[src/rtl/menu_pkg.sv]
// Shared types and text tables for the boxed menu renderer.
// Character codes: 0 = space, 1..26 = A..Z, 27..36 = 0..9.
package menu_pkg;

    typedef enum logic {
        ST_NAV  = 1'b0,
        ST_DONE = 1'b1
    } state_e;

    localparam int unsigned GLYPH_W  = 8;
    localparam int unsigned GLYPH_H  = 8;
    localparam int unsigned TEXT_LEN = 6;

    localparam logic [5:0] CH_SPACE = 6'd0;
    localparam logic [5:0] CH_A     = 6'd1;
    localparam logic [5:0] CH_0     = 6'd27;

    localparam logic [8*TEXT_LEN-1:0] ITEM_TEXT_0 = "START ";
    localparam logic [8*TEXT_LEN-1:0] ITEM_TEXT_1 = "SCORES";
    localparam logic [8*TEXT_LEN-1:0] ITEM_TEXT_2 = "QUIT  ";
    localparam logic [8*TEXT_LEN-1:0] ITEM_BLANK  = {TEXT_LEN{8'h20}};

    function automatic logic [5:0] ascii_to_code(input logic [7:0] c);
        if (c >= "A" && c <= "Z") return CH_A + 6'(c - "A");
        if (c >= "0" && c <= "9") return CH_0 + 6'(c - "0");
        return CH_SPACE;
    endfunction

    // Rows beyond the text table, and columns past TEXT_LEN, render blank.
    function automatic logic [5:0] item_char(input logic [2:0] item, input logic [15:0] col);
        logic [8*TEXT_LEN-1:0] s;
        logic [5:0]            code;
        case (item)
            3'd0:    s = ITEM_TEXT_0;
            3'd1:    s = ITEM_TEXT_1;
            3'd2:    s = ITEM_TEXT_2;
            default: s = ITEM_BLANK;
        endcase
        code = CH_SPACE;
        for (int unsigned k = 0; k < TEXT_LEN; k++) begin
            if (col == 16'(k)) code = ascii_to_code(s[8*(TEXT_LEN-1-k) +: 8]);
        end
        return code;
    endfunction

endpackage

[src/rtl/menu_font_rom.sv]
// Synchronous 8x8 glyph ROM (space, A-Z, 0-9); one-cycle read latency.
// Bit 7 of each row byte is the leftmost pixel.
module menu_font_rom
    import menu_pkg::*;
(
    input  logic       clk,
    input  logic [5:0] code_i,
    input  logic [2:0] row_i,
    output logic [7:0] bits_o
);

    logic [63:0] glyph;
    logic [7:0]  bits_d;
    logic [7:0]  bits_q;

    always_comb begin
        case (code_i)
            6'd1:    glyph = 64'h183C66667E666600; // A
            6'd2:    glyph = 64'h7C66667C66667C00;
            6'd3:    glyph = 64'h3C66606060663C00;
            6'd4:    glyph = 64'h786C6666666C7800;
            6'd5:    glyph = 64'h7E60607860607E00;
            6'd6:    glyph = 64'h7E60607860606000;
            6'd7:    glyph = 64'h3C66606E66663C00;
            6'd8:    glyph = 64'h6666667E66666600;
            6'd9:    glyph = 64'h3C18181818183C00;
            6'd10:   glyph = 64'h1E0C0C0C0CCC7800;
            6'd11:   glyph = 64'h666C7870786C6600;
            6'd12:   glyph = 64'h6060606060607E00;
            6'd13:   glyph = 64'h63777F6B63636300;
            6'd14:   glyph = 64'h66767E7E6E666600;
            6'd15:   glyph = 64'h3C66666666663C00;
            6'd16:   glyph = 64'h7C66667C60606000;
            6'd17:   glyph = 64'h3C666666663C0E00;
            6'd18:   glyph = 64'h7C66667C786C6600;
            6'd19:   glyph = 64'h3C66603C06663C00;
            6'd20:   glyph = 64'h7E18181818181800;
            6'd21:   glyph = 64'h6666666666663C00;
            6'd22:   glyph = 64'h66666666663C1800;
            6'd23:   glyph = 64'h6363636B7F776300;
            6'd24:   glyph = 64'h66663C183C666600;
            6'd25:   glyph = 64'h6666663C18181800;
            6'd26:   glyph = 64'h7E060C1830607E00; // Z
            6'd27:   glyph = 64'h3C666E7666663C00; // 0
            6'd28:   glyph = 64'h1838181818187E00;
            6'd29:   glyph = 64'h3C66060C30607E00;
            6'd30:   glyph = 64'h3C66061C06663C00;
            6'd31:   glyph = 64'h0C1C3C6C7E0C0C00;
            6'd32:   glyph = 64'h7E607C0606663C00;
            6'd33:   glyph = 64'h3C66607C66663C00;
            6'd34:   glyph = 64'h7E660C1818181800;
            6'd35:   glyph = 64'h3C66663C66663C00;
            6'd36:   glyph = 64'h3C66663E06663C00; // 9
            default: glyph = 64'h0000000000000000;
        endcase
        bits_d = glyph[{3'd7 - row_i, 3'b000} +: 8];
    end

    always_ff @(posedge clk) begin
        bits_q <= bits_d;
    end

    assign bits_o = bits_q;

endmodule

[src/rtl/menu_renderer.sv]
// Boxed multi-item text menu overlay with button-driven cursor, frame-synced
// highlight and blink, and a one-cycle confirm pulse. Pixel latency is 2 clk.
module menu_renderer
    import menu_pkg::*;
#(
    parameter int unsigned N_ITEMS      = 3,
    parameter int unsigned CHARS        = 6,
    parameter int unsigned X0           = 310,
    parameter int unsigned Y0           = 220,
    parameter int unsigned SCALE        = 2,
    parameter int unsigned PAD          = 8,
    parameter int unsigned GAP          = 4,
    parameter int unsigned BLINK_FRAMES = 30
) (
    input  logic        clk,
    input  logic        rst_n,
    input  logic [15:0] Hcount,
    input  logic [15:0] Vcount,
    input  logic        btn_up,
    input  logic        btn_down,
    input  logic        btn_sel,
    input  logic        reopen,
    output logic [3:0]  r_red,
    output logic [3:0]  r_green,
    output logic [3:0]  r_blue,
    output logic [2:0]  sel_idx,
    output logic        sel_valid
);

    localparam int unsigned CELL    = GLYPH_W * SCALE;
    localparam int unsigned ROW_H   = CELL + GAP;
    localparam int unsigned BOX_W   = CHARS * CELL + 2 * PAD;
    localparam int unsigned BOX_H   = N_ITEMS * ROW_H - GAP + 2 * PAD;
    localparam int unsigned CELL_SH = $clog2(CELL);
    localparam int unsigned SC_SH   = $clog2(SCALE);
    localparam int unsigned FW      = (BLINK_FRAMES > 1) ? $clog2(BLINK_FRAMES) : 1;

    localparam logic [15:0] BX0 = 16'(X0);
    localparam logic [15:0] BX1 = 16'(X0 + BOX_W);
    localparam logic [15:0] BY0 = 16'(Y0);
    localparam logic [15:0] BY1 = 16'(Y0 + BOX_H);
    localparam logic [15:0] CX0 = 16'(X0 + PAD);
    localparam logic [15:0] CX1 = 16'(X0 + PAD + CHARS * CELL);
    localparam logic [15:0] CY0 = 16'(Y0 + PAD);

    localparam logic [2:0]    LAST_IDX   = 3'(N_ITEMS - 1);
    localparam logic [FW-1:0] FRAME_LAST = FW'(BLINK_FRAMES - 1);

    // Control state
    state_e        state_q, state_d;
    logic [2:0]    cursor_q, cursor_d;
    logic [2:0]    disp_q, disp_d;
    logic [FW-1:0] frame_q, frame_d;
    logic          blink_q, blink_d;
    logic          sel_valid_q, sel_valid_d;
    logic          frame_start;

    // Pixel pipeline
    logic          in_box_q, in_box_d;
    logic          in_cell_q, in_cell_d;
    logic [2:0]    row_q, row_d;
    logic [2:0]    bit_q, bit_d;
    logic [3:0]    colour_q, colour_d;
    logic [15:0]   hx, vy, yoff, col;
    logic          row_hit;
    logic [5:0]    char_code;
    logic [2:0]    glyph_row;
    logic [7:0]    rom_bits;
    logic          glyph_px;
    logic          highlight;

    assign frame_start = (Hcount == 16'd0) && (Vcount == 16'd0);

    always_comb begin
        state_d     = state_q;
        cursor_d    = cursor_q;
        sel_valid_d = 1'b0;
        disp_d      = disp_q;
        frame_d     = frame_q;
        blink_d     = blink_q;

        case (state_q)
            ST_NAV: begin
                if (btn_sel) begin
                    state_d     = ST_DONE;
                    sel_valid_d = 1'b1;
                end else if (btn_down && !btn_up) begin
                    cursor_d = (cursor_q == LAST_IDX) ? 3'd0 : cursor_q + 3'd1;
                end else if (btn_up && !btn_down) begin
                    cursor_d = (cursor_q == 3'd0) ? LAST_IDX : cursor_q - 3'd1;
                end
            end
            ST_DONE: begin
                if (reopen) state_d = ST_NAV;
            end
            default: state_d = ST_NAV;
        endcase

        if (frame_start) begin
            disp_d = cursor_q;
            if (frame_q == FRAME_LAST) begin
                frame_d = '0;
                blink_d = ~blink_q;
            end else begin
                frame_d = frame_q + 1'b1;
            end
        end
    end

    // Stage 1: region decode; the ROM address is issued from the same decode so
    // its registered row lands alongside the stage-1 flags.
    always_comb begin
        hx        = Hcount - CX0;
        vy        = Vcount - CY0;
        in_box_d  = (Hcount >= BX0) && (Hcount < BX1) && (Vcount >= BY0) && (Vcount < BY1);
        row_hit   = 1'b0;
        row_d     = 3'd0;
        yoff      = 16'd0;
        for (int unsigned i = 0; i < N_ITEMS; i++) begin
            if ((Vcount >= CY0) && (vy >= 16'(i * ROW_H)) && (vy < 16'(i * ROW_H + CELL))) begin
                row_hit = 1'b1;
                row_d   = 3'(i);
                yoff    = vy - 16'(i * ROW_H);
            end
        end
        in_cell_d = row_hit && (Hcount >= CX0) && (Hcount < CX1);
        col       = hx >> CELL_SH;
        bit_d     = 3'(hx[CELL_SH-1:0] >> SC_SH);
        glyph_row = 3'(yoff >> SC_SH);
        char_code = item_char(row_d, col);
    end

    menu_font_rom u_font_rom (
        .clk    (clk),
        .code_i (char_code),
        .row_i  (glyph_row),
        .bits_o (rom_bits)
    );

    // Stage 2: glyph bit select and colour mux
    always_comb begin
        glyph_px  = in_cell_q && rom_bits[3'd7 - bit_q];
        highlight = in_cell_q && (row_q == disp_q) && ((state_q == ST_DONE) || blink_q);
        colour_d  = 4'h0;
        if (in_box_q) colour_d = (glyph_px ^ highlight) ? 4'h0 : 4'hF;
    end

    always_ff @(posedge clk or negedge rst_n) begin
        if (!rst_n) begin
            state_q     <= ST_NAV;
            cursor_q    <= 3'd0;
            disp_q      <= 3'd0;
            frame_q     <= '0;
            blink_q     <= 1'b1;
            sel_valid_q <= 1'b0;
            in_box_q    <= 1'b0;
            in_cell_q   <= 1'b0;
            row_q       <= 3'd0;
            bit_q       <= 3'd0;
            colour_q    <= 4'h0;
        end else begin
            state_q     <= state_d;
            cursor_q    <= cursor_d;
            disp_q      <= disp_d;
            frame_q     <= frame_d;
            blink_q     <= blink_d;
            sel_valid_q <= sel_valid_d;
            in_box_q    <= in_box_d;
            in_cell_q   <= in_cell_d;
            row_q       <= row_d;
            bit_q       <= bit_d;
            colour_q    <= colour_d;
        end
    end

    assign r_red     = colour_q;
    assign r_green   = colour_q;
    assign r_blue    = colour_q;
    assign sel_idx   = cursor_q;
    assign sel_valid = sel_valid_q;

endmodule

[config.mk]
export PLATFORM = sky130hd
export DESIGN_NAME = menu_renderer
export DESIGN_NICKNAME = d
export VERILOG_FILES = /design/src/rtl/menu_pkg.sv /design/src/rtl/menu_font_rom.sv /design/src/rtl/menu_renderer.sv
export SDC_FILE = /design/constraint.sdc
export NUM_CORES = 1
export LEC_CHECK = 0
export CAP_MARGIN = 30
export CORE_UTILIZATION = 28
export CTS_CLUSTER_SIZE = 16
export DETAILED_ROUTE_END_ITERATION = 10
export PLACE_DENSITY = 0.55
export SETUP_SLACK_MARGIN = 0.5
export SLEW_MARGIN = 10
export SYNTH_ARGS = -nofsm -noshare
export SYNTH_HDL_FRONTEND = slang
export SYNTH_SLANG_ARGS = --single-unit
[constraint.sdc]
create_clock -name clk -period 1.8 [get_ports clk]
set_clock_uncertainty 0.05 [all_clocks]
set_input_delay 0.36 -clock clk [delete_from_list [all_inputs] [get_ports clk]]
set_output_delay 0.36 -clock clk [all_outputs]
set_load 0.05 [all_outputs]
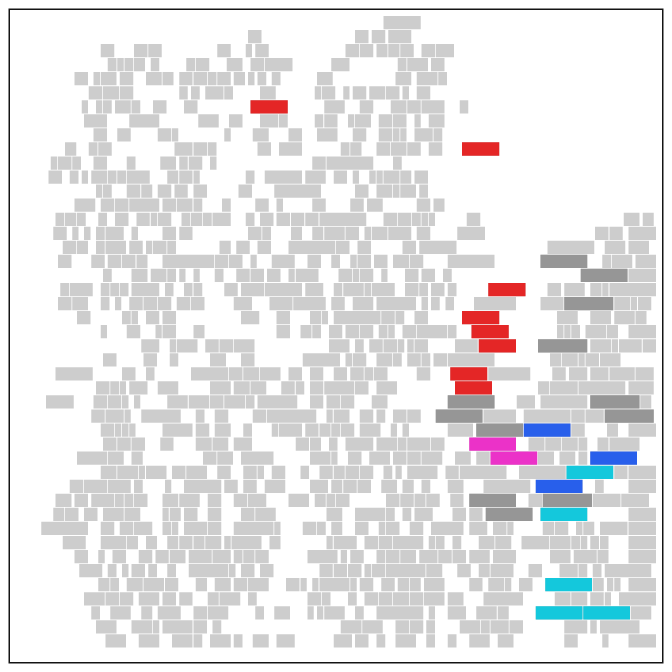
(run_1/flops_by_reg.png)
legend:
  cyan:
    name_in_the_netlist: `frame_q`
    sequential_cells: 5
    where: south-east
  red:
    name_in_the_netlist: `u_font_rom.bits_o`
    sequential_cells: 8
    where: east
  magenta:
    name_in_the_netlist: `row_q`
    sequential_cells: 2
  blue:
    name_in_the_netlist: `disp_q`
    sequential_cells: 3
not coloured: 12
flop share of the area: 0.0888
Flop area: 717 um^2
Finished Core Util: 0.533
power of the sequential group: 0.786 mW

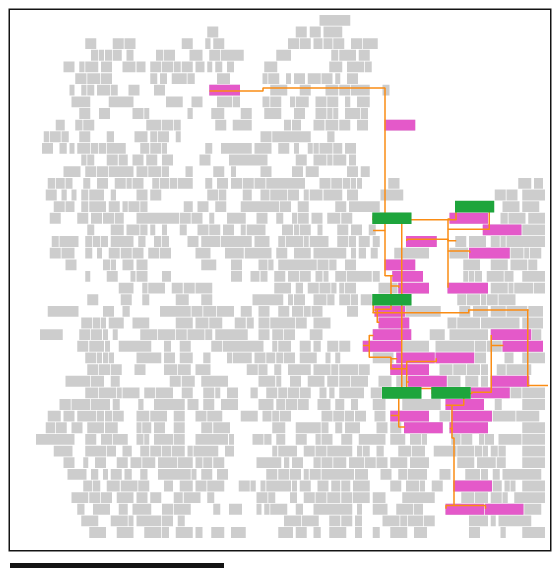
(run_1/clk_routes.png)
The bar under the picture is 50 um long.
legend:
  magenta:
    item: flip-flops
    count: 30
  orange:
    item: clock wires
    length: 412 um
  green:
    item: clock drivers
    count: 5
routed clock nets: 6
Worst-Skew Late Latency: 0.27 ns
power drawn by the clock network: 0.826 mW
proportion of power drawn by the clock network: 0.259

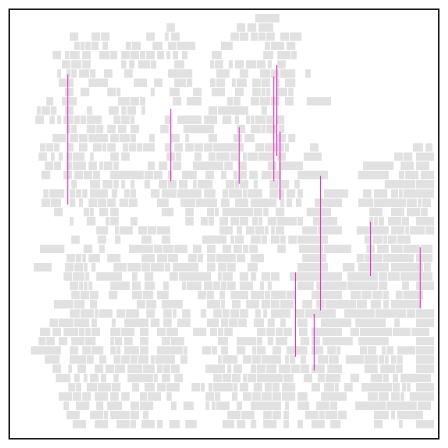
(run_1/layer_met4.png)
Cells faint in the background.
share of all routed wire: 1.4%
wire length on this layer: 266 um
longest straight run: 39.4 um
total wire length after detailed routing: 19.5 mm
routed via count: 5831

==> run summary, run 1 <==
Physical design

The run finished, with violations left. The checks that failed: setup timing. In the post-synthesis netlist, the biggest area contributors are sky130_fd_sc_hd__dfrtp_1 (12%), sky130_fd_sc_hd__ha_1 (7.0%), sky130_fd_sc_hd__o21ai_0 (5.1%), sky130_fd_sc_hd__nand2_1 (4.9%), sky130_fd_sc_hd__nor2_1 (4.9%). The ratio of routed vias to standard cells stands at 5.48. The tool flagged a number of max-cap violations equal to 0. Synthesis produced 600 cells.

After layout, the minimum clock period comes to 3.65 ns. The number of endpoints failing setup at the final stage stands at 20. TritonRoute reported its final design rule violation total as 0. The detailed-routing wirelength on met1 stands at 8.55 mm. The CTS report gives the tree buffer count as 5.

The number of fillers in the final layout stands at 1374. The area share of the largest cell type after synthesis stands at 0.122. The count of clock-net buffers in the final layout stands at 6. The width of the die stands at 126 um. STA lists the maximum fanout along the critical path as 6.

After layout, the worst setup slack is -1.85 ns. Non-clock buffers in the final layout number 327. The combined area of all synthesized cells stands at 4320 um^2. Grouping stages by cell kind, the critical path spends the most delay in AND-OR/OR-AND gates. The per-cell routed wire length stands at 18.4 um.

At the pin with the least slew margin, the transition time is 0.552 ns. The worst setup path is captured at a flip-flop. The number of primary I/O pins stands at 54. In this run the VDD rail shows a maximum IR drop of 0.514 mV. Per the layout area report, the combinational fraction of cell area is 0.498.

TritonCTS built the clock tree. Yosys reported that registers with async set or reset make up 0.733.
run 1: synth_stat cells (6+ instances only):
library cell / number
sky130_fd_sc_hd__a211oi_1: 9
sky130_fd_sc_hd__dfrtp_1: 21
sky130_fd_sc_hd__a21oi_1: 38
sky130_fd_sc_hd__a31oi_1: 9
sky130_fd_sc_hd__o2111ai_1: 7
sky130_fd_sc_hd__buf_2: 15
sky130_fd_sc_hd__clkbuf_1: 23
sky130_fd_sc_hd__nand3_1: 28
sky130_fd_sc_hd__dfxtp_1: 8
sky130_fd_sc_hd__xnor2_1: 14
sky130_fd_sc_hd__nand2_1: 56
sky130_fd_sc_hd__nor4_1: 7
sky130_fd_sc_hd__nand4_1: 7
sky130_fd_sc_hd__nor2b_1: 6
sky130_fd_sc_hd__mux2i_1: 6
sky130_fd_sc_hd__o31ai_1: 10
sky130_fd_sc_hd__buf_4: 13
sky130_fd_sc_hd__or3_1: 10
sky130_fd_sc_hd__inv_1: 18
sky130_fd_sc_hd__nor2_1: 56
sky130_fd_sc_hd__and3_1: 6
sky130_fd_sc_hd__and2_1: 7
sky130_fd_sc_hd__a21o_1: 7
sky130_fd_sc_hd__o211ai_1: 14
sky130_fd_sc_hd__o21ai_0: 44
sky130_fd_sc_hd__ha_1: 24
sky130_fd_sc_hd__nor3_1: 25
run 1: path summary, 6_finish.rpt:
check,startpoint,to,slack (ns),depth (start not counted)
max,Hcount[10],u_font_rom.bits_o[3],-1.85,16
min,Hcount[1],bit_q[1],0.31,2
max reg2reg,frame_q[1],frame_q[2],0.23,7
min reg2reg,in_cell_q,r_blue[2],0.36,1
max in group asynchronous,rst_n,in_cell_q,0.90,2
min in group asynchronous,rst_n,disp_q[2],0.33,1
run 1: flip-flops by register name, indices dropped and copies added, names as in the netlist:
name	flops
frame_q	5
u_font_rom.bits_o	8
in_cell_q	1
sel_valid	1
r_blue	1
bit_q	3
row_q	2
in_box_q	1
sel_idx	3
state_q	1
blink_q	1
disp_q	3
run 1: routing by layer:
metal  GRT usage  vias to the layer above
met2       0.420                      173
met3      0.0357                       23
li1            -                     2793
met4      0.0482                        0
met1       0.317                     2842
met5           0                        -
run 1: power breakdown:
| group | leakage [nW] | internal, mW | switching, mW | total [mW] |
|---|---|---|---|---|
| Combinational | 3.07 | 0.839 | 0.744 | 1.58 |
| Clock | 0.0729 | 0.545 | 0.281 | 0.826 |
| Sequential | 0.343 | 0.723 | 0.0634 | 0.786 |
| Total | 3.49 | 2.11 | 1.09 | 3.20 |
run 1: cell families after synthesis:
family,share of synthesized area
adders and majority gates,0.0695
buffers and inverters,0.0924
xor gates and xnor gates,0.0365
and+or+nand+nor,0.277
muxes,0.0269
AOI/OAI and AO/OA,0.332
DFF,0.165
run 1: stage by stage:
step,area (um^2),setup TNS (ns),std cells,hold slack [ns],util
CTS,7740,-15.11,1053,0.316,0.511
global placement,6640,-32.35,999,0.360,0.439
floorplan,4630,-14.83,600,0.0144,-
finish,8080,-15.55,1064,0.314,0.533
global route,8080,-17.34,1064,0.310,0.533
detailed placement,6640,-32.55,999,0.364,0.439
==> run 1 -> run 2 <==
--- a/config.mk
+++ b/config.mk
@@ -5,7 +5,6 @@
 export SDC_FILE = /design/constraint.sdc
 export NUM_CORES = 1
 export LEC_CHECK = 0
-export CAP_MARGIN = 30
 export CORE_UTILIZATION = 28
 export CTS_CLUSTER_SIZE = 16
 export DETAILED_ROUTE_END_ITERATION = 10
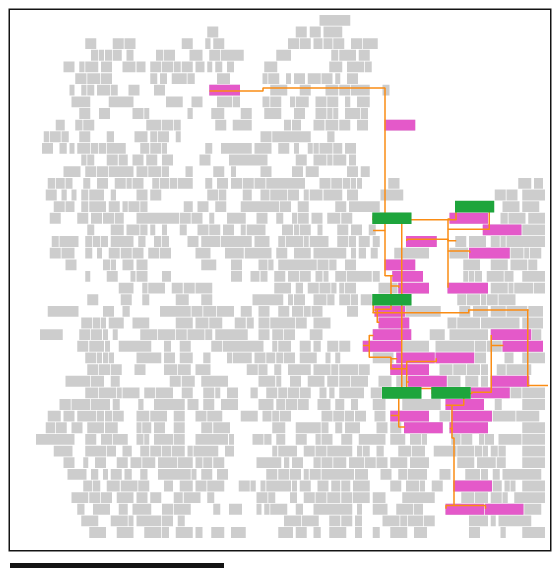
(run_2/clk_routes.png)
The bar under the picture is 50 um long.
legend:
  magenta:
    item: flip-flops
    count: 30
  orange:
    item: clock wires
    length: 412 um
  green:
    item: clock drivers
    count: 5
routed clock nets: 6

==> run summary, run 2 <==
Physical design

The flow ran to the end, but the final reports show violations. The checks that failed: setup timing. The placed instance area stands at 6640 um^2. At the later pin of the worst-skew pair, clock insertion delay measures 0.27 ns.

Dividing the detail-routed via count by the number of cells gives 5.48. The count of cells in the finished layout, fillers not included, comes to 1064. The area fraction of the largest cell type after synthesis is 0.122. The largest fanout on the critical path stands at 6. In the global route stage, met3 resource usage came out at 0.0357.

By area the synthesized netlist is led by sky130_fd_sc_hd__dfrtp_1 (12%), sky130_fd_sc_hd__ha_1 (7.0%), sky130_fd_sc_hd__o21ai_0 (5.1%), sky130_fd_sc_hd__nand2_1 (4.9%), sky130_fd_sc_hd__nor2_1 (4.9%). Counting the buffers created by CTS gives 5. The number of standard cells after synthesis stands at 600. The tally of max-capacitance violations stands at 0. The slew at the pin closest to its max-slew limit stands at 0.552 ns.

For the final routed database, the setup TNS stands at -15.55 ns. Per the detailed-route log, wirelength across all metal layers totals 19.5 mm. The analysis reports a worst IR drop on VDD of 0.514 mV. The smallest setup slack after layout stands at -1.85 ns. The met1 global-route usage stands at 0.317. The number of cells in the design after placement stands at 999.

The end-of-flow timing check tallies setup violations at 20. The core occupancy in the finished layout stands at 0.533. Summing over every cut layer, the via total after detailed routing is 5831. Setup slack on the worst reg-to-reg path comes out at 0.23 ns.
[run 2: cell counts after synthesis]
Identical to the previous run, type by type.
[run 2: stage by stage]
step	setup slack, ns	hold slack (ns)
2_1_floorplan	-1.87	0.0144
3_3_place_gp	-2.79	0.360
3_5_place_dp	-2.73	0.364
4_1_cts	-1.83	0.316
5_1_grt	-1.92	0.310
6_report	-1.85	0.314
[run 2: area by class of cell]
type	instances	area (um^2)
fill	1374	7070
multi-input combinational	492	4020
timing repair buffer	327	2850
sequential	30	717
tap	188	235
clock buffer	6	139
inverter	19	108
clock inverter	2	12.5
[run 2: worst paths after layout]
path / start / endpoint / cells past startpoint
worst max-delay path: Hcount[10] / u_font_rom.bits_o[3] / 16
worst min-delay path: Hcount[1] / bit_q[1] / 2
worst max register to register: frame_q[1] / frame_q[2] / 7
worst min register to register: in_cell_q / r_blue[2] / 1
max in group asynchronous: rst_n / in_cell_q / 2
min in group asynchronous: rst_n / disp_q[2] / 1
[run 2: critical path: cells and delay by family]
kind,cells,cell delay [ns]
buffers and inverters,4,0.55
XOR/XNOR,1,0.16
AND-OR/OR-AND,7,1.35
adder cells (fa/ha/maj),1,0.41
AND/OR/NAND/NOR,2,0.74
multiplexers,1,0.15
[run 2: metal layers]
layer / routed length, um / vias up
li1: - / 2793
met1: 8550 / 2842
met2: 9630 / 173
met3: 1080 / 23
met4: 265 / 0
met5: 0 / -
[run 2: timing repair]
| item | in CTS | in global routing |
|---|---|---|
| gates cloned | 0 | 0 |
| pin swaps | 62 | 41 |
| buffers inserted | 46 | 11 |
| resized | 240 | 85 |
| hold endpoints to repair | 0 | 0 |
| endpoints found under the setup margin | 40 | 40 |
[run 2: power by group]
group,switching [mW],internal [mW]
logic,0.744,0.839
registers,0.0634,0.723
clock network,0.281,0.545
total,1.09,2.11
[run 2: logic make-up (layout without fill, tap and decap cells)]
logic type / Yosys count / in the layout / synth area share
adders and majority gates: 24 / 24 / 0.0695
DFF: 30 / 30 / 0.165
and+or+nand+nor: 235 / 235 / 0.277
AOI/OAI and AO/OA: 206 / 206 / 0.332
xor gates and xnor gates: 18 / 18 / 0.0365
buffers and inverters: 78 / 354 / 0.0924
muxes: 9 / 9 / 0.0269
==> run_2/layer_met4.png <==
Cells faint in the background.
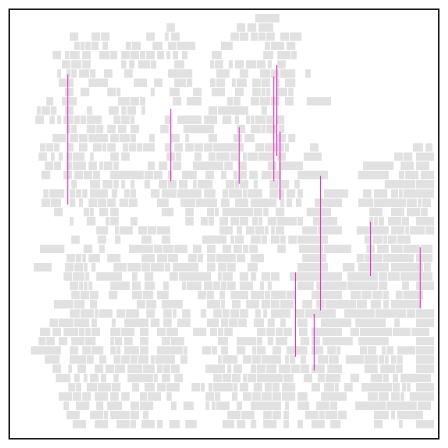

==> run 2 -> run 3 <==
--- a/config.mk
+++ b/config.mk
@@ -8,9 +8,10 @@
 export CORE_UTILIZATION = 28
 export CTS_CLUSTER_SIZE = 16
 export DETAILED_ROUTE_END_ITERATION = 10
-export PLACE_DENSITY = 0.55
+export PLACE_DENSITY = 0.54
 export SETUP_SLACK_MARGIN = 0.5
 export SLEW_MARGIN = 10
 export SYNTH_ARGS = -nofsm -noshare
 export SYNTH_HDL_FRONTEND = slang
+export SYNTH_HIERARCHICAL = 1
 export SYNTH_SLANG_ARGS = --single-unit
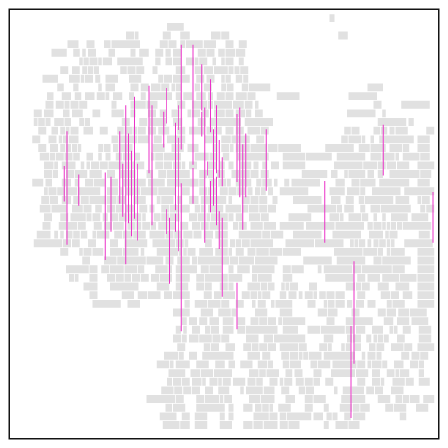
(run_3/layer_met4.png)
Cells faint in the background.
longest straight run: 49.6 um
main direction: vertical
nets with wire on the layer: 46
wire length on this layer: 1070 um
routed via count: 6780
total wire length after detailed routing: 22.5 mm

==> run summary, run 3 <==
Physical design

The final reports fail on setup timing. The cell area that synthesis handed to floorplanning was 4910 um^2. After detailed routing, the number of vias per cell comes to 5.65. The launch point of the worst min-delay path is recorded as Hcount[1]. The number of library cell types mapped by synthesis stands at 87. At the pin with the least slew margin, the transition time is 0.470 ns.

TritonCTS built the clock tree. For the completed layout, the total cell area is recorded as 9080 um^2. Ranked by instance count, the synthesized netlist is headed by sky130_fd_sc_hd__o21ai_0 (66), sky130_fd_sc_hd__nand2_1 (63), sky130_fd_sc_hd__nor2_1 (55), sky130_fd_sc_hd__a21oi_1 (45), sky130_fd_sc_hd__buf_2 (28).

The maximum resistive drop on vdd stands at 0.786 mV. The number of cells traversed by the worst register-to-register path stands at 4. The width of the die stands at 134 um. The endpoint of the worst hold path is reported as bit_q[1]. Pins over their slew limit in the final report were tallied at 0. The sequential cell area stands at 718 um^2. In this run the worst path has a maximum fanout of 6. In this run the critical register-to-register path is launched from bit_q[0]. The clock network latency to the later pin of the worst-skew pair stands at 0.28 ns. Among logic cells in the layout, the one with the most instances is sky130_fd_sc_hd__buf_4. The smallest setup slack after layout stands at -2.45 ns.

On the critical path the largest part of the delay comes from simple AND/OR/NAND/NOR gates. The number of standard cells after synthesis stands at 690. The flow ran to the end, but the final reports show violations. The finished layout holds 1201 standard cells, fillers aside.

The critical path runs through a total of 22 cells. The number of maximum-capacitance violations recorded for the run is 0. The core occupancy in the finished layout stands at 0.527. The fraction of layout instances using a drive strength above 1 stands at 0.523.

The worst path in the final design needs a cycle of 4.25 ns, including I/O delays and setup. The number of fillers in the final layout stands at 1567. The number of buffer and inverter instances along the worst setup path stands at 8. The number of buffers added by the clock tree synthesis step stands at 5. The timing report gives the worst reg2reg path a setup slack of 0.30 ns. For reference, the top cells by area after synthesis are sky130_fd_sc_hd__dfrtp_1 (11%), sky130_fd_sc_hd__o21ai_0 (6.7%), sky130_fd_sc_hd__ha_1 (6.1%), sky130_fd_sc_hd__nand2_1 (4.8%), sky130_fd_sc_hd__a21oi_1 (4.6%). The die boundary height stands at 134 um. The final hold slack stands at 0.262 ns. The total DRC errors in the routed layout stands at 0. The area fraction of the largest cell type after synthesis is 0.107. The end-of-flow timing check tallies setup violations at 21. After detailed placement, the design holds a cell count of 1116.

The number of primary I/O pins stands at 54. Summed over all layers, the global routing overflow is 0.
-- run 3: worst max-delay path by stage --
stage / from / end
6_report: Vcount[2] / u_font_rom/bits_o[2]
5_1_grt: Vcount[2] / u_font_rom/bits_o[3]
4_1_cts: Vcount[2] / u_font_rom/bits_o[3]
3_5_place_dp: Vcount[2] / u_font_rom/bits_o[2]
3_3_place_gp: Vcount[2] / u_font_rom/bits_o[5]
2_1_floorplan: Vcount[2] / u_font_rom/bits_o[1]
-- run 3: through the flow --
step                setup slack, ns  TNS [ns]  power [mW]
floorplan                     -2.88    -23.47        1.35
global placement              -3.36    -37.01        1.76
detailed placement            -3.32    -37.21        1.76
CTS                           -2.35    -20.33        2.87
global route                  -2.57    -22.83        3.24
finish                        -2.45    -20.84        3.10
-- run 3: repair_timing --
| item | 4_1_cts | 5_1_grt |
|---|---|---|
| pin swaps | 80 | 50 |
| setup endpoints to repair | 40 | 38 |
| gates cloned | 3 | 0 |
| hold endpoints to repair | 0 | 0 |
| resized | 265 | 97 |
| setup buffers | 55 | 18 |
-- run 3: kinds of logic after synthesis --
logic type	after synthesis	synth area share
fa+ha+maj	24	0.0611
mux	12	0.0326
simple gates	257	0.274
xor+xnor	17	0.0303
buf+inv	93	0.100
compound gates	257	0.357
flops	30	0.145
-- run 3: power by group --
group / switching, mW / internal [mW]
Sequential: 0.0583 / 0.723
Combinational: 0.688 / 0.769
Clock: 0.310 / 0.546
Total: 1.06 / 2.04
-- run 3: cell type report --
type / count / share of cell area
repair buffers: 347 / 0.349
clock inverters: 2 / 0.00138
well taps: 225 / 0.0310
multi-input cells: 568 / 0.511
inverters: 22 / 0.0124
diodes: 1 / 0.000276
clock buffers: 6 / 0.0153
flip-flops and latches: 30 / 0.0791
-- run 3: routing by layer --
layer	vias to the layer above	part of all wire	GRT usage	routed length, um
met5	-	0	0	0
met4	0	0.048	0.0911	1070
met3	107	0.086	0.0458	1940
met2	384	0.45	0.389	10100
met1	3148	0.42	0.314	9350
li1	3141	-	-	-
Power and IR drop assume default switching activity.
